==> run_1/density.png <==
7 x 7 tiles, from black (low) to pale yellow (high), 0 to 100% covered.
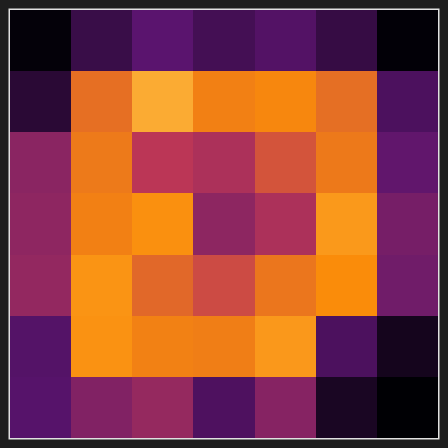
==> run_1/cell_classes.png <==
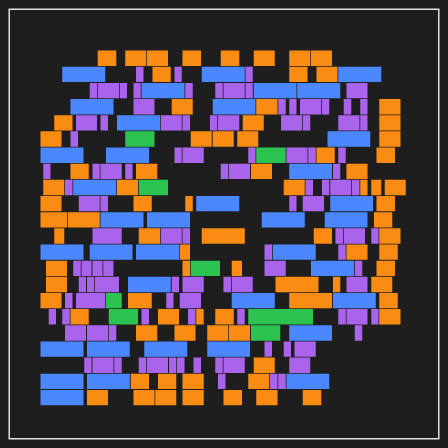
==> run_1/registers.png <==
Other sequential cells in the stronger grey, the rest of the logic in the fainter grey.
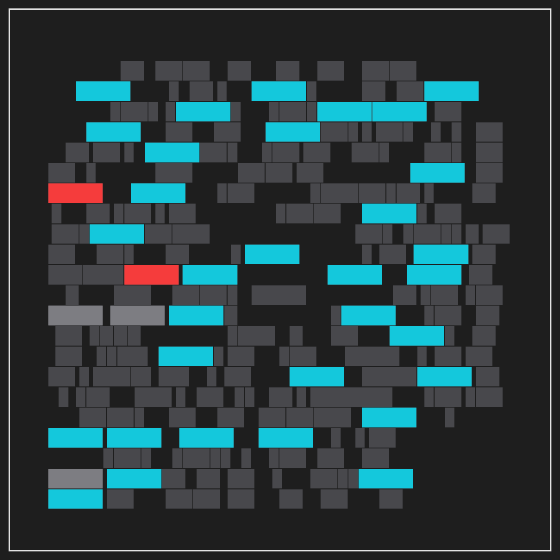
==> run_1/drive_strength.png <==
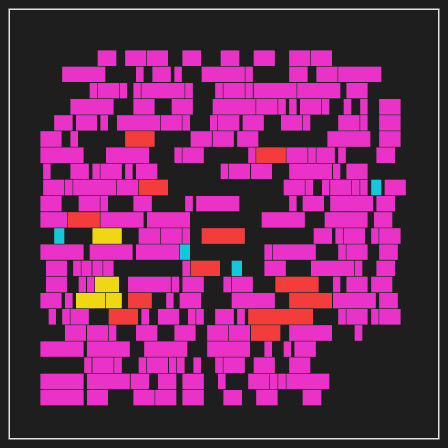
==> config.mk <==
export PLATFORM = sky130hd
export DESIGN_NAME = pipe_stage_reg
export DESIGN_NICKNAME = d
export VERILOG_FILES = /design/src/rtl/pipe_pkg.sv /design/src/rtl/pipe_stage_reg.sv
export SDC_FILE = /design/constraint.sdc
export NUM_CORES = 1
export LEC_CHECK = 0
export CORE_MARGIN = 5
export CORE_UTILIZATION = 38
export CTS_BUF_LIST = sky130_fd_sc_hd__clkbuf_2 sky130_fd_sc_hd__clkbuf_4 sky130_fd_sc_hd__clkbuf_8
export CTS_CLUSTER_SIZE = 24
export DETAILED_ROUTE_END_ITERATION = 7
export GPL_TIMING_DRIVEN = 0
export PLACE_DENSITY = 0.77
export SLEW_MARGIN = 40
export SYNTH_ARGS = -nofsm -noshare
export SYNTH_HDL_FRONTEND = slang
export SYNTH_SLANG_ARGS = --single-unit
==> constraint.sdc <==
create_clock -name CLK -period 1.7 [get_ports CLK]
set_input_delay 0.51 -clock CLK [delete_from_list [all_inputs] [get_ports CLK]]
set_output_delay 0.51 -clock CLK [all_outputs]
set_load 0.05 [all_outputs]
==> commit_impl_results.txt <==
Update PnR metrics after Yosys + OpenROAD run

* GRT Util Overall: 13.8%
- Number of antenna diodes: 0
* Critical Path Fanout Max: 2
- The run finished with clean final reports.
- Ys cells: 154
- Tool Warnings: 27
- Combined area of all synthesized cells: 0.00146 mm²
- Overall routed net length: 3500 µm
- On met3, the global router reports a usage of 6.79%.
- Net count, final: 270
- The worst register-to-register path has a depth of 5.
- In the Yosys report, the sequential cells make up 50.6% of the chip area.
* Worst Hold Path Cells: 2
- Dividing the final minimum period by the clock period gives 97.7%.
* Width of the die: 72.0 µm
- Number of top-level pins: 73
* Post-placement cell count: 274
- Per the repair_timing log after CTS, setup buffers inserted total 0.
- The die covers 0.00519 mm².
- GP Congestion: 0.666
* Largest delay contributor family on the critical path: buffers and inverters
- Post-detailed-route count of antenna-violating nets: 0
- Synthesized instance count: 154
* Via count of the first global-routing pass: 1208
- Standby leakage power: 1.02 nW
- Note, the detailed placer reported a final HPWL of 2680 µm.
- Maximum single-stage delay on the critical path: 540 ps
* Ordered list of cells on the worst path: dlygate4sd2_1
* Worst hold path class: reg2reg
- The placed instances occupy a cell area of 0.00224 mm².
- The violation tally recorded at the end of detailed-routing iteration 0 is 30.
* Most congested layer reported by global routing: met2
* Timing-limited maximum frequency: 602 MHz
* Clock Skews: 4.43 ps
- The most common logic cells in the final layout are 65 x sky130_fd_sc_hd__nand2_1, 37 x sky130_fd_sc_hd__dfxtp_1, 34 x sky130_fd_sc_hd__clkdlybuf4s50_1.
- Number of pins exceeding their max-slew limit in the final report: 0
* Hold Violations, Final: 0
- Finished Layout Cells: 282
* Top cell type by total area after synthesis: sky130_fd_sc_hd__dfxtp_1
- The detailed router placed 1245 vias in this run.
* Chip area in the Yosys report: 0.00146 mm²
- Master cell of the clock root buffer: sky130_fd_sc_hd__clkbuf_8
- Clock buffer count from CTS: 5
* Worst Setup Path Type: reg2out
- Cell with the most instances after synthesis: sky130_fd_sc_hd__nand2_1
- TritonRoute reported its final design rule violation total as 0.
- Wire length per cell: 12.4 µm
* Hold buffer count at cts: 0
* Leading post-synthesis cells by cell area: sky130_fd_sc_hd__dfxtp_1 51%, sky130_fd_sc_hd__mux2i_1 22%, sky130_fd_sc_hd__nand2_1 17%, sky130_fd_sc_hd__buf_12 4.1%, sky130_fd_sc_hd__clkbuf_1 1.3%
- Entering global routing, the biggest net connects 12 pins.
- Most instantiated cells after synthesis: 65 x sky130_fd_sc_hd__nand2_1, 37 x sky130_fd_sc_hd__dfxtp_1, 32 x sky130_fd_sc_hd__mux2i_1, 5 x sky130_fd_sc_hd__clkbuf_1
- Ys flops: 37
- On met2, the global router reports a usage of 22.3%.
* Worst reg-to-reg setup slack: 530 ps
- The number of antenna violations at the first check in global routing was 0.
- Across all hold checks on the routed design, the worst slack comes to 454 ps.
- VDD IR max: 0.000598 V
- The floorplan step set the die height to 72.0 µm.
- According to the timing report, the data required time at the worst endpoint equals 1190 ps.
* Grt ovf: 0
* Number of sinks handled by clock tree synthesis: 37
- The transition time recorded at the tightest slew-check pin is 510 ps.
* Synthesis warning total: 0
- Clock transition at the registers of the reported paths: 70 ps
- TritonCTS built the clock tree.
* Final worst path period need: 1660 ps
- Max-cap violations: 0
- Using the TritonRoute via totals, the vias-per-cell ratio works out to 4.41.
- # setup viols final: 0
* Main flop type after synthesis: sky130_fd_sc_hd__dfxtp_1
- PortBufs: 71
- The synthesized design contains 0 enable-type register cells.
* Number of levels the H-tree was split into: 2
- Data arrival time of the critical path: 1150 ps
* Max reg flops: 32
* Power per Cell Area: 874 mW/mm²
- STA classifies the critical path endpoint as a primary output.
* Async S/R FF share, synth: 0%
- In this run the number of cells on the critical path is 1.
- For this design, the slowest cell found on the critical path is sky130_fd_sc_hd__dlygate4sd2_1.
- The longest clock path from root to sink contains 2 buffers.
* Top cell area share: 50.6%
* Unique cell type count in the Yosys netlist: 14
- Per the post-run analysis, buffers plus inverters along the critical path come to 1.
- Setup repair after global routing left no endpoint under its margin.
- Latency at later pin: 280 ps
- The worst-case max-slew headroom was logged as 66.2%.
- The worst setup path is launched from a flop.
- The most common logic cell in the final layout is sky130_fd_sc_hd__nand2_1.
* Met1 layer usage reported by global route: 15.9%
Notes on density.png above:
The mean over all tiles is 44%. 6.1% of the tiles are nearly empty. The emptiest ninth of the die: bottom right. The fullest tile reaches 82%. 14% of the tiles are over 75% full.
core area: 0.00369 mm²
effective utilization at floorplan: 39.7%
fraction of the core area covered by cells at the end of the flow: 63.3%

Notes on cell_classes.png above:
Key: green = clock drivers and dummy loads [cells 8]; orange = other buffers and delay cells [cells 82]; purple = all other logic [cells 107]; blue = flip-flops [cells 37]
final standard cell area without fillers: 0.00233 mm²
# rows: 22

Notes on registers.png above:
Key: red = occupancy [sequential cells 2]; cyan = dataOut [sequential cells 32]
Another 3 sequential cells are not coloured.
combined flip-flop and latch cell area: 741 µm²
Seq/total area: 31.7%
power dissipated in sequential cells: 0.911 mW

Notes on drive_strength.png above:
Key: cyan = drive 2 [cells 4]; magenta = drive 1 or less [cells 214]; yellow = drive 3 to 4 [cells 4]; red = drive 6 and up [cells 12]
worst-case setup margin in the final layout: 39.5 ps
relative area change from synthesis to final layout: 59.6%

==> run 1: kinds of logic (layout without fill, tap and decap cells) <==
kind of cell / count (synthesis) / in the layout / share of synthesized area (%)
AND-OR/OR-AND: 3 / 3 / 1.03
buffers and inverters: 12 / 91 / 7.10
flip-flops: 37 / 37 / 50.6
multiplexers: 32 / 32 / 21.9
other: 1 / 2 / 0.256
AND/OR/NAND/NOR: 69 / 69 / 19.1
==> run 1: cell type report <==
| type | count | area, µm² |
|---|---|---|
| sequential | 37 | 741 |
| inverter | 1 | 3.75 |
| tap | 48 | 60.1 |
| fill | 328 | 1350 |
| timing repair buffer | 71 | 681 |
| clock inverter | 1 | 30.0 |
| buffer | 11 | 100 |
| clock buffer | 7 | 90.1 |
| multi-input combinational | 106 | 629 |
==> run 1: stage by stage <==
step                TNS [ps]  setup WS [ps]  total power [mW]
floorplan                  0            159              1.13
global placement       -4660           -696              1.29
detailed placement     -4990           -690              1.29
CTS                     -149           -149              2.07
global route               0         0.0433              2.13
finish                     0           39.5              2.04
==> run 1: metal layers <==
| metal | wire length [µm] | part of all wire (%) |
|---|---|---|
| met3 | 381 | 11 |
| met4 | 45 | 1.3 |
| met2 | 1610 | 46 |
| met1 | 1460 | 42 |
| met5 | 0 | 0 |
==> run 1: what timing repair did <==
item                       CTS  global route
pin swaps                    0             0
setup endpoints to repair   36            14
resized                     40            21
==> run 1: where the power goes <==
part / switching (mW) / total, mW / internal (mW)
sequential: 0.0138 / 0.911 / 0.898
combinational: 0.190 / 0.339 / 0.149
clock: 0.295 / 0.789 / 0.494
Power is estimated from default activity; no workload was simulated.
